### config.mk
export PLATFORM = sky130hd
export DESIGN_NAME = pipe_ctrl
export DESIGN_NICKNAME = d
export VERILOG_FILES = /design/src/rtl/pipe_ctrl.sv
export SDC_FILE = /design/constraint.sdc
export NUM_CORES = 1
export LEC_CHECK = 0
export ABC_AREA = 0
export CAP_MARGIN = 20
export CORE_UTILIZATION = 48
export DETAILED_ROUTE_END_ITERATION = 7
export PLACE_DENSITY = 0.77
export SYNTH_ARGS = -nofsm -noshare
export SYNTH_HDL_FRONTEND = slang
export SYNTH_SLANG_ARGS = --single-unit
### constraint.sdc
create_clock -name CLK -period 1.9 [get_ports CLK]
set_clock_uncertainty 0.15 [all_clocks]
set_input_delay 0.285 -clock CLK [delete_from_list [all_inputs] [get_ports CLK]]
set_output_delay 0.285 -clock CLK [all_outputs]
set_load 0.01 [all_outputs]
### src/rtl/pipe_ctrl.sv
// Pipeline sequencer: folds hazard, redirect, memory-wait and multi-cycle-op
// requests into per-register enable/clear controls, PC enable and a stall counter.
module pipe_ctrl #(
    parameter int RST_BUBBLES = 2,
    parameter int MC_TIMEOUT  = 64,
    parameter int CNT_W       = 16
) (
    input  logic             CLK,
    input  logic             RST,
    input  logic             HAZ_STALL,
    input  logic             HAZ_FLUSH,
    input  logic             BR_TAKEN,
    input  logic             IMEM_WAIT,
    input  logic             DMEM_WAIT,
    input  logic             MC_START,
    input  logic             MC_DONE,
    output logic             PC_EN,
    output logic             REDIRECT,
    output logic             FD_EN,
    output logic             DE_EN,
    output logic             EM_EN,
    output logic             MW_EN,
    output logic             FD_CLR,
    output logic             DE_CLR,
    output logic             EM_CLR,
    output logic             MC_ERR,
    output logic [1:0]       STATE,
    output logic [CNT_W-1:0] STALL_CNT
);

    typedef enum logic [1:0] {
        ST_INIT  = 2'b00,
        ST_RUN   = 2'b01,
        ST_MC    = 2'b10,
        ST_FAULT = 2'b11
    } state_t;

    localparam logic [3:0] BUB_LAST = 4'(RST_BUBBLES - 1);
    localparam logic [9:0] MC_LAST  = 10'(MC_TIMEOUT - 1);

    state_t           state_q, state_d;
    logic [3:0]       bub_q, bub_d;
    logic [9:0]       mc_cnt_q, mc_cnt_d;
    logic [CNT_W-1:0] stall_cnt_q, stall_cnt_d;
    logic             mc_err_q, mc_err_d;

    always_comb begin
        state_d     = state_q;
        bub_d       = bub_q;
        mc_cnt_d    = mc_cnt_q;
        mc_err_d    = mc_err_q;
        stall_cnt_d = stall_cnt_q;
        PC_EN       = 1'b1;
        REDIRECT    = 1'b0;
        FD_EN       = 1'b1;
        DE_EN       = 1'b1;
        EM_EN       = 1'b1;
        MW_EN       = 1'b1;
        FD_CLR      = 1'b0;
        DE_CLR      = 1'b0;
        EM_CLR      = 1'b0;

        case (state_q)
            ST_INIT: begin
                PC_EN  = 1'b0;
                FD_CLR = 1'b1;
                DE_CLR = 1'b1;
                EM_CLR = 1'b1;
                if (bub_q == BUB_LAST) begin
                    state_d = ST_RUN;
                end else begin
                    bub_d = bub_q + 4'd1;
                end
            end
            ST_RUN: begin
                if (DMEM_WAIT) begin
                    PC_EN = 1'b0;
                    FD_EN = 1'b0;
                    DE_EN = 1'b0;
                    EM_EN = 1'b0;
                    MW_EN = 1'b0;
                end else if (BR_TAKEN) begin
                    REDIRECT = 1'b1;
                    FD_CLR   = 1'b1;
                    DE_CLR   = 1'b1;
                end else if (MC_START) begin
                    // Hold F/D/E, bubble into M while the op iterates in E
                    PC_EN    = 1'b0;
                    FD_EN    = 1'b0;
                    DE_EN    = 1'b0;
                    EM_CLR   = 1'b1;
                    state_d  = ST_MC;
                    mc_cnt_d = 10'd0;
                end else if (HAZ_STALL) begin
                    PC_EN  = 1'b0;
                    FD_EN  = 1'b0;
                    DE_CLR = 1'b1;
                end else if (HAZ_FLUSH) begin
                    REDIRECT = 1'b1;
                    FD_CLR   = 1'b1;
                end else if (IMEM_WAIT) begin
                    PC_EN  = 1'b0;
                    FD_CLR = 1'b1;
                end
            end
            ST_MC: begin
                if (DMEM_WAIT) begin
                    PC_EN = 1'b0;
                    FD_EN = 1'b0;
                    DE_EN = 1'b0;
                    EM_EN = 1'b0;
                    MW_EN = 1'b0;
                end else if (MC_DONE) begin
                    state_d = ST_RUN;
                end else begin
                    PC_EN  = 1'b0;
                    FD_EN  = 1'b0;
                    DE_EN  = 1'b0;
                    EM_CLR = 1'b1;
                    if (mc_cnt_q == MC_LAST) begin
                        state_d  = ST_FAULT;
                        mc_err_d = 1'b1;
                    end else begin
                        mc_cnt_d = mc_cnt_q + 10'd1;
                    end
                end
            end
            ST_FAULT: begin
                PC_EN    = 1'b0;
                FD_EN    = 1'b0;
                DE_EN    = 1'b0;
                EM_EN    = 1'b0;
                MW_EN    = 1'b0;
                mc_err_d = 1'b1;
            end
        endcase

        if ((state_q == ST_RUN || state_q == ST_MC) && !PC_EN && stall_cnt_q != '1) begin
            stall_cnt_d = stall_cnt_q + CNT_W'(1);
        end

        // Reset overrides everything, including a pending fault or freeze
        if (RST) begin
            state_d     = ST_INIT;
            bub_d       = 4'd0;
            mc_cnt_d    = 10'd0;
            stall_cnt_d = '0;
            mc_err_d    = 1'b0;
            PC_EN       = 1'b0;
            REDIRECT    = 1'b0;
            FD_EN       = 1'b1;
            DE_EN       = 1'b1;
            EM_EN       = 1'b1;
            MW_EN       = 1'b1;
            FD_CLR      = 1'b1;
            DE_CLR      = 1'b1;
            EM_CLR      = 1'b1;
        end
    end

    always_ff @(posedge CLK) begin
        state_q     <= state_d;
        bub_q       <= bub_d;
        mc_cnt_q    <= mc_cnt_d;
        stall_cnt_q <= stall_cnt_d;
        mc_err_q    <= mc_err_d;
    end

    assign MC_ERR    = mc_err_q;
    assign STATE     = state_q;
    assign STALL_CNT = stall_cnt_q;

endmodule

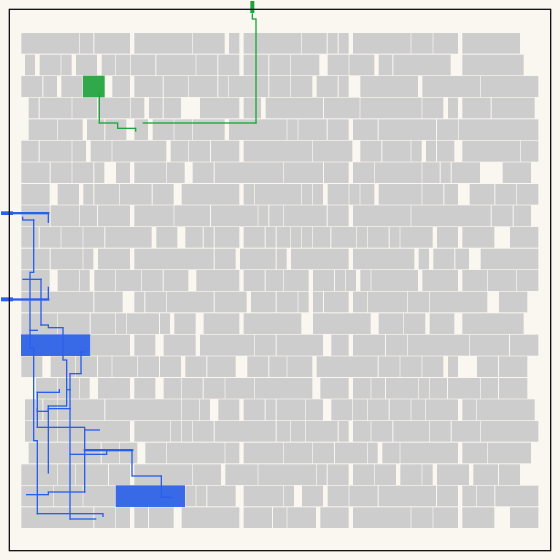
run_1/io_fan.png
| color | port | bits | direction | edge | end cells | buffers | wire |
|---|---|---|---|---|---|---|---|
| green | `FD_EN` | 1 | output | top | 1 | 1 | 37.8 um |
| blue | `STATE` | 2 | output | left | 2 | 4 | 178 um |
Top Ports: 37
port bufs: 36

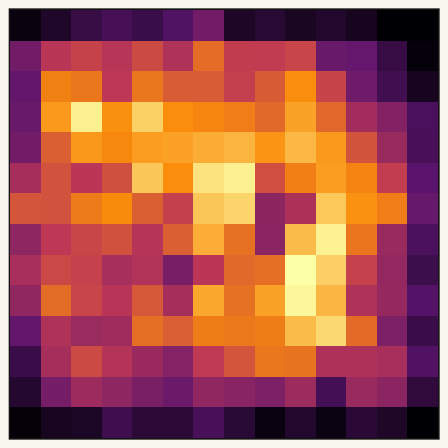
run_1/metal_density.png
The die is cut into 14 by 14 equal tiles; black is low, pale yellow is high, scaled to the fullest tile. Values are wire area over tile area, all layers added.
densest ninth of the die: middle
nearly empty tiles: 2.6%
mean over tiles: 0.42
fullest tile: 0.87
tiles over half the peak: 49%

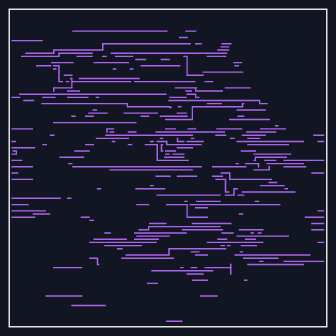
run_1/layer_met3.png
longest straight run: 31.5 um
share of all routed wire: 10%
nets with wire on the layer: 134
main direction: horizontal

==> results.sh, run 1 <==
# source this file to load flow results
export IMPL_finalMaxSlewViolations=0
export IMPL_ir_drop_mv=0.8008
export IMPL_warnings=35
export IMPL_final_common_cell="buf_4"
export IMPL_topCellsByArea="dfxtp_1 31%, ha_1 6.0%, nor2_1 5.2%"
export IMPL_ant_nets=0
export IMPL_layout_top_cells="76 x buf_4, 30 x dfxtp_1, 27 x nor2_1, 27 x clkdlybuf4s50_1, 23 x buf_6"
export IMPL_finalSetupViolations=39
export IMPL_clk_latency_ps=300
export IMPL_place_congestion=0.8713
export IMPL_power_mw=3.171
export IMPL_mux_share=0.02563
export IMPL_drt_initial_drc_count=480
export IMPL_period_needed_ps=2241
export IMPL_detailed_place_hpwl_um=4551
export IMPL_ys_sh_aoi=0.1806
export IMPL_max_slew_margin=0.7222
export IMPL_synth_seq_cells=33
export IMPL_ys_cells=257
export IMPL_route_detailed_drc=0
export IMPL_worstSetupPathType="reg -> reg"
export IMPL_row_count=23
export IMPL_worstPathRequired_ps=1930
export IMPL_crit_family="simple AND/OR/NAND/NOR gates"
export IMPL_grt_pass1_vias=2505
export IMPL_hold_path_class="reg -> reg"
export IMPL_rsz0062_at_grt="true"
export IMPL_cap_violations=0
export IMPL_setup_ws_ps=-340.5
export IMPL_area_growth_pct=83.49
export IMPL_grt_max_degree=17
export IMPL_die_width_um=68.14
export IMPL_cts_root_buffer_cell="clkbuf_8"
export IMPL_hold_violations=0
export IMPL_worstSetupEndpointType="flop"
export IMPL_topCombFamilyByArea="simple AND/OR/NAND/NOR gates"
export IMPL_netlist_instances=257
export IMPL_grt_pass1_wl_um=11990
export IMPL_ys_warn_count=0
export IMPL_ff_type="dfxtp_1"
export IMPL_synthSimpleGateAreaFrac=0.3361
export IMPL_totalWireLength_um=10980
export IMPL_cp_start_kind="flop"
export IMPL_ys_sh_adder=0.05959
export IMPL_crit_cells=8
export IMPL_antenna_found_initial=0
export IMPL_crit_fanout=6
export IMPL_grt_overflow=0
export IMPL_worstMarginPinSlew_ps=413.6
export IMPL_vias=3039
export IMPL_fin_setup_tns_ps=-6723
export IMPL_cpMostUsedCell="buf_4"
export IMPL_wl_per_cell_um=25.06
export IMPL_top_cell_area_share=0.3147
export IMPL_synthesis_nets=276
export IMPL_syn_area_sq_um=2100
export IMPL_place_area_sq_um=3047
export IMPL_htree_levels=2
export IMPL_fmax_ghz=0.4463
export IMPL_dieArea_sq_um=4642
export IMPL_cts_tree="yes"
export IMPL_ys_sh_xor=0.03754
export IMPL_nets=406
export IMPL_coreArea_sq_um=4086
export IMPL_violations="negative setup slack"
export IMPL_crit_slowest_cell="dfxtp_1"
export IMPL_track_usage=0.3555
export IMPL_ys_seq_frac=0.3147
export IMPL_num_antenna_cells=0
export IMPL_crit_buf_inv=2
export IMPL_synthArstFlopShare=0
export IMPL_clkTransAtPathRegs_ps=80
export IMPL_drive_gt1_frac=0.5000
export IMPL_die_y_um=68.14
export IMPL_finalClockPeriodUsage=1.179
export IMPL_min_path_cells=1
export IMPL_ff2ff_path_depth=8
export IMPL_stdcell_area_sq_um=3852
export IMPL_largest_area_cell="dfxtp_1"
export IMPL_slowest_delay_ps=390
export IMPL_floorplan_core_util=0.5138
export IMPL_power_density_nw_per_um2=823.1
export IMPL_arrival_ps=2270
export IMPL_edf_count=0
export IMPL_drtPass1Iterations=7
export IMPL_yosys_cell_types_count=61
export IMPL_whs_ps=391.9
export IMPL_avgSynthCellArea_sq_um=8.169
export IMPL_leakage_nw=1.505
export IMPL_worstPathCellList="ha_2 -> and2_4 -> buf_4 -> nand4_1 -> buf_4 -> nor4b_4 -> xnor2_1 -> nor2_1"
export IMPL_yosys_area_sq_um=2100
export IMPL_cts_buffers=5
export IMPL_outcome="finished, violations left"
export IMPL_vias_per_cell=6.938
export IMPL_clkSinkCount=33
export IMPL_cts_buffer_depth=2
==> run 1: final timing paths <==
kind                                                  from                         end  slack (ps)
worst min-delay path            STALL_CNT[14]$_SDFFE_PP0P_  STALL_CNT[14]$_SDFFE_PP0P_         390
worst max register to register    mc_cnt_q[0]$_SDFFE_PP0P_    mc_cnt_q[4]$_SDFFE_PP0P_        -340
worst max-delay path              mc_cnt_q[0]$_SDFFE_PP0P_    mc_cnt_q[4]$_SDFFE_PP0P_        -340
worst min register to register  STALL_CNT[14]$_SDFFE_PP0P_  STALL_CNT[14]$_SDFFE_PP0P_         390
==> run 1: per-layer routing <==
metal	vias up	GRT usage	wire, um
li1	1204	-	-
met1	1418	0.4002	3855
met2	296	0.6250	5081
met5	-	0	0
met3	121	0.07833	1144
met4	0	0.1745	894
==> run 1: layout make-up <==
type / count / area [sq um]
clock buffer: 7 / 96.34
timing repair buffer: 134 / 1140
tap: 50 / 62.56
sequential: 33 / 669.4
clock inverter: 1 / 5.005
multi-input combinational: 206 / 1848
inverter: 7 / 31.28
fill: 117 / 234.0
==> run 1: kinds of logic after synthesis <==
logic type / count (synthesis)
buffers and inverters: 19
adder cells (fa/ha/maj): 10
multiplexers: 5
AND/OR/NAND/NOR: 126
flip-flops: 33
AND-OR/OR-AND: 55
XOR/XNOR: 9
==> run 1: Yosys cell counts, types with 2 or more instances <==
cell type,n
nand3_1,7
ha_1,10
nand2b_1,6
or4_1,6
inv_1,7
o21ai_0,6
mux2i_1,2
buf_4,3
o41ai_1,2
or3_1,3
a211oi_1,3
a211o_1,2
mux2_2,3
buf_2,4
a31oi_1,2
nor3b_1,3
and3_1,6
and4_1,2
nor4b_1,2
nor2b_1,7
nand2_1,21
nor4_2,2
nand4_1,5
nor2_1,29
o211ai_1,3
xor2_1,5
clkbuf_1,2
o21bai_1,3
a21oi_1,18
o31ai_1,5
dfxtp_1,33
xnor2_1,4
nor4_1,6
nor3_1,8
==> run 1: where the power goes <==
part	switching (mW)	internal, mW	leakage, nW	total [mW]
registers	0.0684	0.744	0.269	0.812
clock network	0.291	0.328	0.0542	0.619
logic	0.885	0.855	1.18	1.74
==> run 1: worst register-to-register path: cells and delay by family (launching register included) <==
family,cells,cell delay (ps)
adders and majority gates,1,230
xor gates and xnor gates,1,120
buffers and inverters,2,410
DFF,1,390
and+or+nand+nor,4,840
==> run 1: through the flow <==
| step | setup WS [ps] | cells | util |
|---|---|---|---|
| final | -340.5 | 438 | 0.9427 |
| after global placement | -484.4 | 400 | 0.7456 |
| after detailed placement | -515.1 | 400 | 0.7456 |
| after CTS | -164.1 | 423 | 0.8509 |
| after floorplan | -118.5 | 257 | - |
| after global routing | -377.8 | 438 | 0.9427 |
==> run 1: what timing repair did <==
action	in CTS	in global routing
buffers inserted	14	14
hold buffers	0	0
pin swaps	38	24
resized	92	54
cloned	1	1
endpoints found under the setup margin	34	39
==> run 1: state kept, by name, summed over array words and instances (netlist names) <==
name and flops:
bub_q 4, MC_ERR 1, STALL_CNT 16, STATE 2
mc_cnt_q 10
==> run 1 -> run 2 <==
SKIP_CTS_REPAIR_TIMING = 1   (was unset)
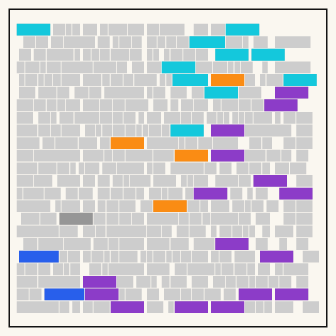
run_2/flops_by_reg.png
| color | netlist name | flops |
|---|---|---|
| blue | `STATE` | 2 |
| purple | `STALL_CNT` | 16 |
| cyan | `mc_cnt_q` | 10 |
| orange | `bub_q` | 4 |

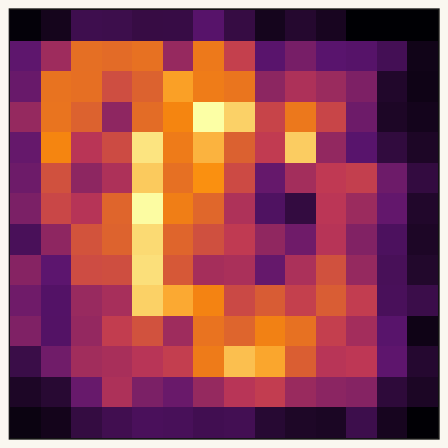
run_2/metal_density.png
The die is cut into 14 by 14 equal tiles; black is low, pale yellow is high, scaled to the fullest tile. Values are wire area over tile area, all layers added.
emptiest ninth of the die: top right
tiles over half the peak: 37%
nearly empty tiles: 2.6%
mean over tiles: 0.33

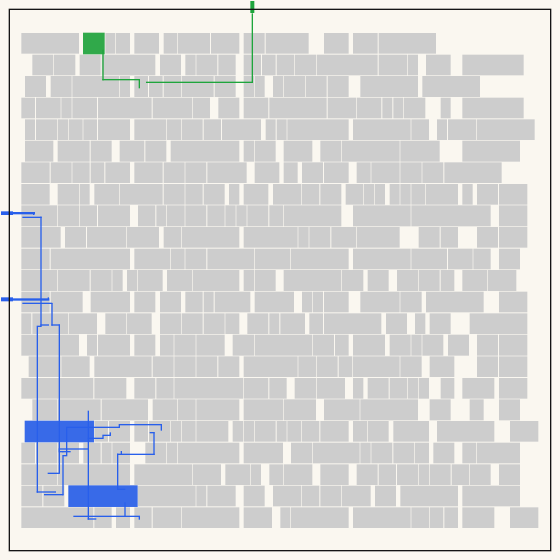
run_2/io_fan.png
| color | port | bits | direction | edge | end cells | buffers | wire |
|---|---|---|---|---|---|---|---|
| blue | `STATE` | 2 | output | left | 2 | 5 | 147 um |
| green | `FD_EN` | 1 | output | top | 1 | 1 | 31.4 um |

==> run 2 against run 1 <==
The run still ends with negative setup slack left; core utilization fell by 4.3 points; largest power group unchanged; critical path depth rose by 1; sequential cell count did not move; fmax fell by 0.39%; worst hold slack improved by 14 ps.
==> results.sh, run 2 <==
# source this file to load flow results
export IMPL_ys_seq_frac=0.3147
export IMPL_clkSinkCount=33
export IMPL_drtPass1Iterations=5
export IMPL_crit_family="flip-flops"
export IMPL_hold_violations=0
export IMPL_warnings=34
export IMPL_switching_share=0.3689
export IMPL_ff_type="dfxtp_1"
export IMPL_finalMaxSlewViolations=0
export IMPL_final_util=0.8999
export IMPL_placed_cells=400
export IMPL_outcome="finished, violations left"
export IMPL_grt_max_degree=17
export IMPL_dieArea_sq_um=4642
export IMPL_ys_sh_aoi=0.1806
export IMPL_edf_count=0
export IMPL_vias=2790
export IMPL_antenna_found_initial=0
export IMPL_detailed_place_hpwl_um=4551
export IMPL_totalWireLength_um=9108
export IMPL_ys_sh_xor=0.03754
export IMPL_drt_initial_drc_count=339
export IMPL_synthesis_nets=276
export IMPL_crit_slowest_cell="dfxtp_4"
export IMPL_num_io_pins=37
export IMPL_wl_per_cell_um=21.03
export IMPL_cp_start_kind="flop"
export IMPL_largest_area_cell="dfxtp_1"
export IMPL_grt_pass1_wl_um=9922
export IMPL_nets=401
export IMPL_place_congestion=0.8713
export IMPL_vias_per_cell=6.443
export IMPL_layout_top_cells="79 x buf_4, 29 x dfxtp_1, 27 x nor2_1"
export IMPL_grt_overflow=0
export IMPL_period_needed_ps=2249
export IMPL_cpMostUsedCell="nor2_1"
export IMPL_wl_met2_um=4439
export IMPL_leakage_nw=1.485
export IMPL_final_common_cell="buf_4"
export IMPL_power_mw=3.017
export IMPL_coreArea_sq_um=4086
export IMPL_synthSimpleGateAreaFrac=0.3361
export IMPL_switchingPower_mw=1.113
export IMPL_clk_latency_ps=300
export IMPL_ir_drop_mv=0.7181
export IMPL_fin_cells=433
export IMPL_drive_gt1_frac=0.4569
export IMPL_worstMarginPinSlew_ps=370.0
export IMPL_arrival_ps=1810
export IMPL_hold_path_class="reg -> reg"
export IMPL_cts_tree="yes"
export IMPL_pwr_share_comb=0.531
export IMPL_track_usage=0.2876
export IMPL_crit_fanout=4
export IMPL_post_place_ws_ps=-515.1
export IMPL_finalSetupViolations=36
export IMPL_power_density_nw_per_um2=820.5
export IMPL_top_cell="dfxtp_1"
export IMPL_netlist_instances=257
export IMPL_area_growth_pct=75.15
export IMPL_ys_warn_count=0
export IMPL_violations="negative setup slack"
export IMPL_rsz0062_at_grt="true"
export IMPL_cap_violations=0
export IMPL_die_y_um=68.14
export IMPL_synthArstFlopShare=0
export IMPL_htree_levels=2
export IMPL_row_count=23
export IMPL_yosys_area_sq_um=2100
export IMPL_num_antenna_cells=0
export IMPL_wl_met3_um=841
export IMPL_cts_buffer_depth=2
export IMPL_cts_root_buffer_cell="clkbuf_8"
export IMPL_final_comb_area_sq_um=1708
export IMPL_yosys_cell_types_count=61
export IMPL_setup_ws_ps=-349.2
export IMPL_ys_cells=257
export IMPL_mux_share=0.02563
export IMPL_regArea_sq_um=670.6
## run 2: power by group through the flow
stage / registers (mW) / clock network, mW / logic (mW)
after floorplan: 0.823 / 0 / 0.534
after global placement: 0.807 / 0 / 1.01
after detailed placement: 0.806 / 0 / 1.03
after CTS: 0.792 / 0.598 / 1.04
after global routing: 0.806 / 0.656 / 1.66
final: 0.801 / 0.615 / 1.60
## run 2: logic make-up (layout without fill, tap and decap cells)
group | count (synthesis) | count (layout)
mux | 5 | 5
xor+xnor | 9 | 9
compound gates | 55 | 55
flops | 33 | 33
buf+inv | 19 | 145
simple gates | 126 | 126
fa+ha+maj | 10 | 10
## run 2: layout make-up
type	count	area share
Inverter	7	0.008506
Multi-Input combinational cell	205	0.4644
Tap cell	50	0.01701
Timing Repair Buffer	130	0.3001
Sequential cell	33	0.1824
Clock buffer	7	0.02620
Clock inverter	1	0.001361
## run 2: per-stage QoR
| stage | hold WS (ps) | instance area [sq um] | setup TNS (ps) |
|---|---|---|---|
| CTS | 342.2 | 3148 | -9080 |
| finish | 405.7 | 3677 | -5650 |
| detailed placement | 328.9 | 3047 | -12540 |
| global placement | 328.4 | 3047 | -11450 |
| floorplan | 330.1 | 2188 | -705.5 |
| global route | 428.5 | 3677 | -7852 |
## run 2: final timing paths
| check | start | end | slack (ps) | cells past startpoint |
|---|---|---|---|---|
| hold / removal | STALL_CNT[8]$_SDFFE_PP0P_ | STALL_CNT[8]$_SDFFE_PP0P_ | 410 | 2 |
| setup / recovery | STATE[0]$_SDFFE_PP0P_ | EM_CLR | -350 | 9 |
| hold reg to reg | STALL_CNT[8]$_SDFFE_PP0P_ | STALL_CNT[8]$_SDFFE_PP0P_ | 410 | 2 |
| setup reg to reg | STATE[1]$_SDFFE_PP0P_ | mc_cnt_q[3]$_SDFFE_PP0P_ | -300 | 12 |
## run 2: per-layer routing
metal / vias up / global-route usage
met5: - / 0
met4: 0 / 0.09896
met3: 50 / 0.05000
met2: 214 / 0.4902
met1: 1333 / 0.3604
li1: 1193 / -
## run 2: worst register-to-register path, stage by stage, from the launching register on
cell and delay (ps):
dfxtp_4 370, inv_4 70, buf_6 100, ha_4 130, buf_6 130, buf_6 130, o21bai_4 70, a2111oi_4 350
buf_4 190, buf_4 110, nand2_1 60, xor2_1 170, nor2_1 80
==> run 2 -> run 3 <==
CORE_UTILIZATION = 49   (was 48)
CTS_BUF_LIST = sky130_fd_sc_hd__clkbuf_8   (was unset)
PLACE_DENSITY = 0.78   (was 0.77)
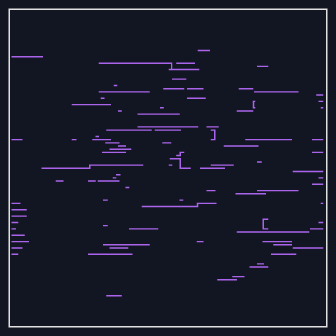
run_3/layer_met3.png
main direction: horizontal
longest straight run: 15.4 um
nets with wire on the layer: 68

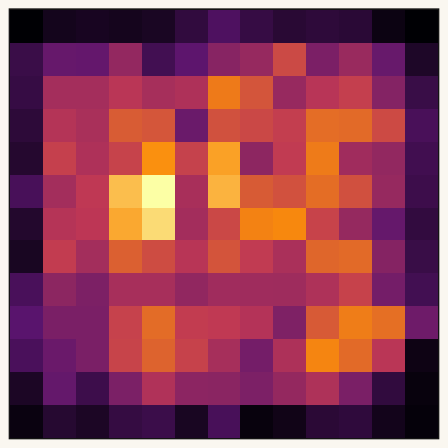
run_3/metal_density.png
The die is cut into 13 by 13 equal tiles; black is low, pale yellow is high, scaled to the fullest tile. Values are wire area over tile area, all layers added.
mean over tiles: 0.28
densest ninth of the die: middle
nearly empty tiles: 1.8%

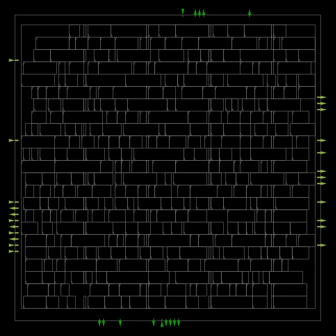
run_3/placement.png
fin cells: 416
# rows: 23
tapcell count: 50
final core occ: 0.8640
fraction of area in registers: 0.1906

==> run 3 against run 2 <==
The flow still finishes with violations (negative setup slack); worst setup slack better by 83 ps; fmax up 3.8%; global-route usage down 1.4 points; largest cell class unchanged.
==> results.sh, run 3 <==
# source this file to load flow results
export IMPL_antenna_found_initial=0
export IMPL_power_mw=2.884
export IMPL_largest_register_ffs=16
export IMPL_port_buffers=36
export IMPL_avgSynthCellArea_sq_um=8.169
export IMPL_synthesis_nets=276
export IMPL_worstMarginPinSlew_ps=388.4
export IMPL_yosys_area_sq_um=2100
export IMPL_dieArea_sq_um=4550
export IMPL_max_slew_margin=0.7387
export IMPL_ys_warn_count=0
export IMPL_track_usage=0.2731
export IMPL_worstSetupPathType="reg -> out"
export IMPL_period_needed_ps=2166
export IMPL_layout_top_cells="65 x buf_4, 31 x dfxtp_1, 27 x nor2_1"
export IMPL_drive_gt1_frac=0.3798
export IMPL_cts_tree="yes"
export IMPL_stdcell_area_sq_um=3506
export IMPL_detailed_place_hpwl_um=4325
export IMPL_ys_cells=257
export IMPL_topCellsByArea="dfxtp_1 31%, ha_1 6.0%, nor2_1 5.2%"
export IMPL_finalMaxSlewViolations=0
export IMPL_whs_ps=352.2
export IMPL_grt_max_degree=20
export IMPL_num_antenna_cells=0
export IMPL_vias=2562
export IMPL_fin_setup_tns_ps=-4615
export IMPL_grt_pass1_wl_um=9390
export IMPL_largest_area_cell="dfxtp_1"
export IMPL_coreArea_sq_um=4058
export IMPL_clkTransAtPathRegs_ps=70
export IMPL_edf_count=0
export IMPL_nets=384
export IMPL_finalClockPeriodUsage=1.140
export IMPL_finalSetupViolations=34
export IMPL_violations="negative setup slack"
export IMPL_whs_endpoint="STALL_CNT[14]$_SDFFE_PP0P_"
export IMPL_cts_root_buffer_cell="clkbuf_8"
export IMPL_ir_drop_mv=0.4968
export IMPL_drt_initial_drc_count=255
export IMPL_vias_per_cell=6.159
export IMPL_cts_buffer_depth=2
export IMPL_ff2ff_path_depth=8
export IMPL_cts_buffers=5
export IMPL_die_y_um=67.46
export IMPL_area_growth_pct=66.98
export IMPL_crit_slowest_cell="dfxtp_4"
export IMPL_final_common_cell="buf_4"
export IMPL_crit_fanout=5
export IMPL_top_cell="dfxtp_1"
export IMPL_hold_path_class="reg -> reg"
export IMPL_power_density_nw_per_um2=822.5
export IMPL_synthArstFlopShare=0
export IMPL_outcome="finished, violations left"
export IMPL_min_from="STALL_CNT[14]$_SDFFE_PP0P_"
export IMPL_fmax_ghz=0.4616
export IMPL_rsz0062_at_grt="true"
export IMPL_leakage_nw=1.392
export IMPL_cap_violations=0
export IMPL_top_cell_area_share=0.3147
export IMPL_clkSinkCount=33
export IMPL_min_path_cells=1
export IMPL_slowest_delay_ps=390
export IMPL_wl_per_cell_um=19.21
export IMPL_r2r_end="STALL_CNT[2]$_SDFFE_PP0P_"
export IMPL_ys_top_cells_by_count="33 x dfxtp_1, 29 x nor2_1, 21 x nand2_1, 18 x a21oi_1, 10 x ha_1"
export IMPL_floorplan_core_util=0.5174
export IMPL_place_congestion=0.8463
export IMPL_post_place_ws_ps=-534.0
export IMPL_worstPathRequired_ps=1460
export IMPL_arrival_ps=1730
export IMPL_worstSetupEndpointType="primary output"
export IMPL_synth_seq_cells=33
export IMPL_hold_violations=0
export IMPL_warnings=34
export IMPL_ff_type="dfxtp_1"
export IMPL_num_fill_cells=225
export IMPL_worstPathCellList="inv_4 -> ha_4 -> nor2b_1 -> a21oi_1 -> nor2_1 -> nor2_1 -> o21bai_1 -> dlymetal6s2s_1"
export IMPL_drtPass1Iterations=6
export IMPL_clk_latency_ps=290
export IMPL_netlist_instances=257
export IMPL_num_io_pins=37
export IMPL_die_width_um=67.46
export IMPL_ant_nets=0
export IMPL_grt_pass1_vias=2180
export IMPL_ys_seq_frac=0.3147
export IMPL_setup_ws_ps=-266.3
export IMPL_grt_overflow=0
export IMPL_totalWireLength_um=7993
export IMPL_cp_start_kind="flop"
export IMPL_reg2reg_setup_slack_ps=-250
export IMPL_place_area_sq_um=2992
export IMPL_route_detailed_drc=0
export IMPL_syn_area_sq_um=2100
export IMPL_yosys_cell_types_count=61
export IMPL_timing_rr_start="STATE[0]$_SDFFE_PP0P_"
export IMPL_htree_levels=2
export IMPL_cpMostUsedCell="nor2_1"
[run 3: cells by family after synthesis]
group,Yosys count,share of synthesized area
buffers and inverters,19,0.04589
flip-flops,33,0.3147
multiplexers,5,0.02562
XOR/XNOR,9,0.03754
adder cells (fa/ha/maj),10,0.05959
AND/OR/NAND/NOR,126,0.3361
AND-OR/OR-AND,55,0.1806
[run 3: area by class of cell]
class                      instances  area, sq um  share of cell area
multi-input combinational        206         1659              0.4732
tap                               50        62.56             0.01784
clock inverter                     2        33.78            0.009636
timing repair buffer             112        968.4              0.2762
clock buffer                       6        82.58             0.02355
inverter                           7        31.28            0.008922
sequential                        33        668.1              0.1906
[run 3: worst max-delay path, delay by kind of cell (launching register included)]
| family | cells | cell delay [ps] |
|---|---|---|
| AOI/OAI and AO/OA | 2 | 190 |
| adders and majority gates | 1 | 160 |
| buffers and inverters | 2 | 250 |
| DFF | 1 | 390 |
| and+or+nand+nor | 3 | 440 |
[run 3: per-stage QoR]
step | std cells | util
global placement | 391 | 0.7373
floorplan | 257 | -
detailed placement | 391 | 0.7373
CTS | 399 | 0.7660
finish | 416 | 0.8640
global route | 416 | 0.8640
[run 3: worst max-delay path by stage]
stage	end	start	depth (start not counted)
after detailed placement	STALL_CNT[11]$_SDFFE_PP0P_	MC_START	6
final	EM_CLR	STATE[0]$_SDFFE_PP0P_	8
after global routing	EM_CLR	STATE[0]$_SDFFE_PP0P_	8
after CTS	PC_EN	STATE[1]$_SDFFE_PP0P_	6
after global placement	STALL_CNT[11]$_SDFFE_PP0P_	MC_START	6
after floorplan	STALL_CNT[5]$_SDFFE_PP0P_	STATE[0]$_SDFFE_PP0P_	8
[run 3: layer usage]
metal / vias to the layer above / GRT usage / wire length (um)
met5: - / 0 / 0
met4: 0 / 0.08511 / 267
met3: 36 / 0.05236 / 371
met2: 131 / 0.5250 / 4195
met1: 1234 / 0.2952 / 3158
li1: 1161 / - / -
[run 3: power by group]
| group | internal [mW] | total (mW) | switching [mW] |
|---|---|---|---|
| clock | 0.422 | 0.698 | 0.276 |
| combinational | 0.687 | 1.37 | 0.685 |
| sequential | 0.744 | 0.814 | 0.0695 |
Power figures rest on the tool's default switching activity, not on a simulated workload.
